### src/rtl/tdc_event_packer.sv
// TDC hit record FIFO with fixed byte-packet framing toward the host omux.
// Packet: 0xA5, {lost,seq}, then the record LSB byte first.
module tdc_event_packer #(
    parameter int CHANNEL_COUNT = 2,
    parameter int RAW_COUNT     = 9,
    parameter int FP_COUNT      = 13,
    parameter int DEPTH_LOG2    = 4
) (
    input  logic                              clk_i,
    input  logic                              nreset_i,
    input  logic                              en_i,
    input  logic [CHANNEL_COUNT-1:0]          detect_i,
    input  logic [CHANNEL_COUNT-1:0]          polarity_i,
    input  logic [CHANNEL_COUNT*RAW_COUNT-1:0] raw_i,
    input  logic [CHANNEL_COUNT*FP_COUNT-1:0] fp_i,
    output logic [7:0]                        omux_data_o,
    output logic                              omux_req_o,
    input  logic                              omux_sel_i,
    input  logic                              clr_drop_i,
    output logic [15:0]                       dropped_o,
    output logic [DEPTH_LOG2:0]               level_o
);

    localparam int REC_W = CHANNEL_COUNT * (2 + RAW_COUNT + FP_COUNT);
    localparam int NB    = (REC_W + 7) / 8;
    localparam int P     = NB + 2;
    localparam int PW    = P * 8;
    localparam int IW    = $clog2(P);
    localparam int D     = 1 << DEPTH_LOG2;
    localparam int EW    = REC_W + 8;

    localparam logic [DEPTH_LOG2:0] FULL_LVL = {1'b1, {DEPTH_LOG2{1'b0}}};
    localparam logic [IW-1:0]       LAST_IDX = IW'(P - 1);

    typedef enum logic {
        IDLE,
        SEND
    } state_t;

    logic [EW-1:0]         mem [D];
    logic [DEPTH_LOG2-1:0] wr_ptr;
    logic [DEPTH_LOG2-1:0] rd_ptr;
    logic [DEPTH_LOG2:0]   level;
    logic [6:0]            seq;
    logic                  lost;
    logic [15:0]           dropped;

    state_t                state;
    state_t                state_nx;
    logic [IW-1:0]         idx;
    logic [IW-1:0]         idx_nx;
    logic [PW-1:0]         pkt;
    logic [PW-1:0]         pkt_nx;
    logic [PW-1:0]         load_pkt;
    logic [NB*8-1:0]       rec_pad;
    logic [EW-1:0]         head;
    logic [REC_W-1:0]      rec;

    logic hit;
    logic full;
    logic empty;
    logic wr;
    logic drop;
    logic pop;

    assign rec   = {polarity_i, detect_i, raw_i, fp_i};
    assign hit   = en_i && (detect_i != '0);
    assign full  = (level == FULL_LVL);
    assign empty = (level == '0);
    // Fullness is judged before any same-cycle pop, so a pop never rescues a write.
    assign wr    = hit && !full;
    assign drop  = hit && full;
    assign head  = mem[rd_ptr];

    always_ff @(posedge clk_i) begin
        if (nreset_i && wr) begin
            mem[wr_ptr] <= {lost, seq, rec};
        end
    end

    always_ff @(posedge clk_i) begin
        if (!nreset_i) begin
            wr_ptr  <= '0;
            rd_ptr  <= '0;
            level   <= '0;
            seq     <= '0;
            lost    <= 1'b0;
            dropped <= '0;
            state   <= IDLE;
            idx     <= '0;
            pkt     <= '0;
        end else begin
            if (wr) begin
                wr_ptr <= wr_ptr + 1'b1;
                seq    <= seq + 1'b1;
                lost   <= 1'b0;
            end else if (drop) begin
                lost <= 1'b1;
            end
            if (pop) begin
                rd_ptr <= rd_ptr + 1'b1;
            end
            if (wr && !pop) begin
                level <= level + 1'b1;
            end else if (pop && !wr) begin
                level <= level - 1'b1;
            end
            if (clr_drop_i) begin
                dropped <= drop ? 16'd1 : 16'd0;
            end else if (drop && dropped != 16'hFFFF) begin
                dropped <= dropped + 1'b1;
            end
            state <= state_nx;
            idx   <= idx_nx;
            pkt   <= pkt_nx;
        end
    end

    always_comb begin
        rec_pad = '0;
        rec_pad[REC_W-1:0] = head[REC_W-1:0];
        load_pkt = {rec_pad, head[EW-1:REC_W], 8'hA5};
    end

    always_comb begin
        state_nx = state;
        idx_nx   = idx;
        pkt_nx   = pkt;
        pop      = 1'b0;
        unique case (state)
            IDLE: begin
                if (!empty) begin
                    pkt_nx   = load_pkt;
                    pop      = 1'b1;
                    idx_nx   = '0;
                    state_nx = SEND;
                end
            end
            SEND: begin
                if (omux_sel_i) begin
                    if (idx == LAST_IDX) begin
                        idx_nx = '0;
                        // Chain straight into the next packet to avoid a bubble.
                        if (!empty) begin
                            pkt_nx = load_pkt;
                            pop    = 1'b1;
                        end else begin
                            state_nx = IDLE;
                        end
                    end else begin
                        idx_nx = idx + 1'b1;
                    end
                end
            end
            default: state_nx = IDLE;
        endcase
    end

    assign omux_req_o  = (state == SEND);
    assign omux_data_o = omux_req_o ? pkt[{idx, 3'b000} +: 8] : 8'h00;
    assign dropped_o   = dropped;
    assign level_o     = level;

endmodule
### config.mk
export PLATFORM = sky130hd
export DESIGN_NAME = tdc_event_packer
export DESIGN_NICKNAME = d
export VERILOG_FILES = /design/src/rtl/tdc_event_packer.sv
export SDC_FILE = /design/constraint.sdc
export NUM_CORES = 1
export LEC_CHECK = 0
export CORE_UTILIZATION = 59
export CTS_CLUSTER_DIAMETER = 150
export CTS_CLUSTER_SIZE = 30
export DETAILED_ROUTE_END_ITERATION = 16
export GPL_TIMING_DRIVEN = 1
export PLACE_DENSITY_LB_ADDON = 0.08
export SLEW_MARGIN = 20
export SYNTH_ARGS = -nofsm -noshare
export SYNTH_HDL_FRONTEND = slang
export SYNTH_SLANG_ARGS = --single-unit
### constraint.sdc
create_clock -name clk_i -period 16.85 [get_ports clk_i]
set_input_delay 3.37 -clock clk_i [delete_from_list [all_inputs] [get_ports clk_i]]
set_output_delay 3.37 -clock clk_i [all_outputs]
set_load 0.01 [all_outputs]
==> results.txt <==
Physical implementation status

The register with the most flip-flops in the layout has 896 of them. The number of placed instances, taps included stands at 2677. For this run the detailed placement stage logged an HPWL of 44.7 mm. The number of max-slew violations in the final report stands at 0. The buffer_ports step reported a buffer count of 82.

The synthesis report gives the async set-or-reset register share as 0. Traced cell by cell, the critical path runs through clkdlybuf4s50_1 -> o21ai_1 -> buf_4 -> a21o_1 -> clkinv_1 -> nand3b_1 -> nor2_4 -> buf_4. For this design the total switching power over the nets is 1.28 mW.

The inserted tap cell count stands at 846. The number of different library cells in the post-synthesis netlist stands at 51. Endpoints with negative setup slack in the final report add up to 0.

The via count of the first global-routing pass is 18600. The detail route stage leaves a number of antenna-violating nets equal to 0. The share of final-layout standard cells stronger than drive strength 1 stands at 0.188.

In this run the cell area measured after placement is 0.0401 mm2. The script computed the net switching share of total power as 0.258. The area growth from synthesis to layout stands at 8.00%.

Per the GRT log, the top usage layer is met2. Dividing the final minimum period by the clock period gives 0.407. The total grt overflow stands at 0. Among the stages of the critical path, the cell type that occurs most often is buf_4. The root buffer cell chosen for the clock tree is clkbuf_16. The number of flip-flops and latches stands at 998. The min-delay analysis places its worst path in the category register to register. In the post-synthesis netlist, the cell with the most instances is edfxtp_1. The worst-case vdd ir drop stands at 0.114 mV. After layout, the worst setup slack is 9.99 ns.

The number of clock buffers added by TritonCTS is 39. The highest layer touched by signal routing is met4. The sum of met3 wire segment lengths after detailed routing stands at 4.81 mm. The endpoint of the worst hold path is reported as pkt[44]$_SDFFE_PN0P_. The length of the first detailed-routing pass in iterations stands at 5. The synth_stat.txt file lists the number of cells as 1819. The number of setup buffers added after CTS is 0. The maximum clock skew at final layout stands at 0.0279 ns. Summing all flip-flop and latch instances after layout gives 0.0290 mm2. For this block, the initial DRC count from the detailed router was 1827.

Hold timing on the final database bottoms out at a slack of 0.496 ns. The initial standard-cell utilization of the core stands at 0.602. The number of gates resized after CTS was 0. In the post-synthesis netlist, the biggest area contributors are edfxtp_1 70%, mux4_2 14%, dfxtp_1 5.3%. The number of buffers outside the clock class in the layout stands at 121.

The final design instance area without fill stands at 0.0413 mm2. Per the detail_route report, vias per standard cell equal 6.52. Per STA, the endpoint of the critical path is mem[6][35]$_DFFE_PP_.

The tally of OpenROAD warnings stands at 29. The initial antenna violation count stands at 0. 702 cells are multi-input combinational gates. Among all stages on the critical path, the largest delay is contributed by nor2_4.

The antenna cell count stands at 0. The power drawn by the combinational cells stands at 0.876 mW. The yosys synthesis warning count stands at 0. After floorplanning, the die was sized to cover 0.0658 mm2. After synthesis, the largest family of logic cells by area is multiplexers. The required time at the worst endpoint is listed as 17.10 ns.

The flow reports power dissipated in sequential cells as 2.91 mW. The run finished with clean final reports. The critical path in this run is classified as primary input to register.

The report puts the cell count of the worst reg-to-reg path at 5. The area fraction of the largest cell type after synthesis is 0.704. The met1 demand-to-capacity share in global routing stands at 0.365. The netlist area before placement stands at 0.0382 mm2. The sequential element share of the synthesized area stands at 0.757. The sequential power share stands at 0.587. The global routing report lists combined usage of all routing layers as 0.248.

The synthesis-stage register bit count stands at 998. The power report attributes to the clock group a share of 0.237. By count the netlist is led by 896 x edfxtp_1, 236 x mux4_2, 132 x mux2i_1, 102 x dfxtp_1, 78 x clkbuf_1.

The area used by multi-input combinational logic stands at 0.00896 mm2. The share of synthesized cell area in full adder, half adder and majority cells stands at 0.00478.
Figure 1. Close-up of the layout.
Scale bar: 5 um. Window x 118 to 138, y 170 to 190 um. Cells in gray, sequential cells in the stronger gray; small squares are vias.
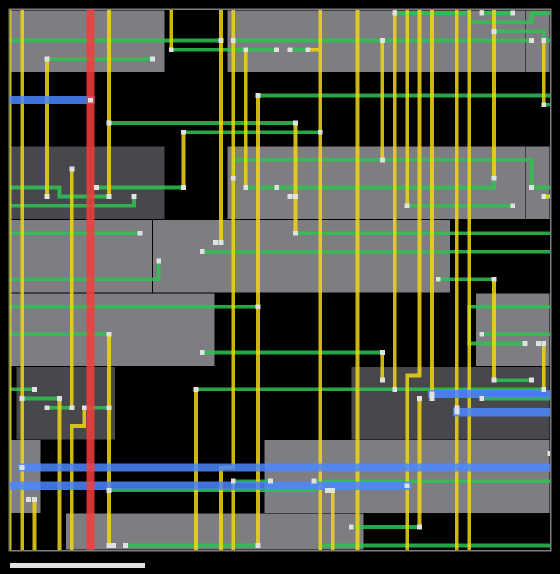
color	layer
yellow	met2
green	met1
red	met4
blue	met3
most frequent	edfxtp_1 (7)
netlist names of flops here include	mem (7)
cells with their middle in the window	10
sequential cells in the window	7

Figure 2. Routed metal, one color a layer.
Scale bar: 100 um.
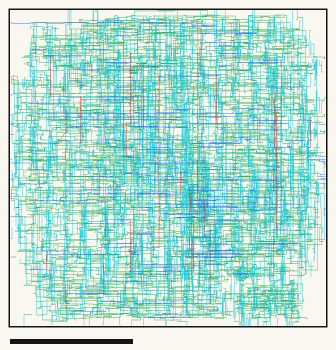
color	layer	wire length
cyan	met2	39.9 mm
red	met4	1420 um
blue	met3	4810 um
green	met1	33.8 mm
overall via count from detail_route: 17900
routed len/inst: 29.1 um

No activity file was given, so power comes from the tool's default toggle rates.
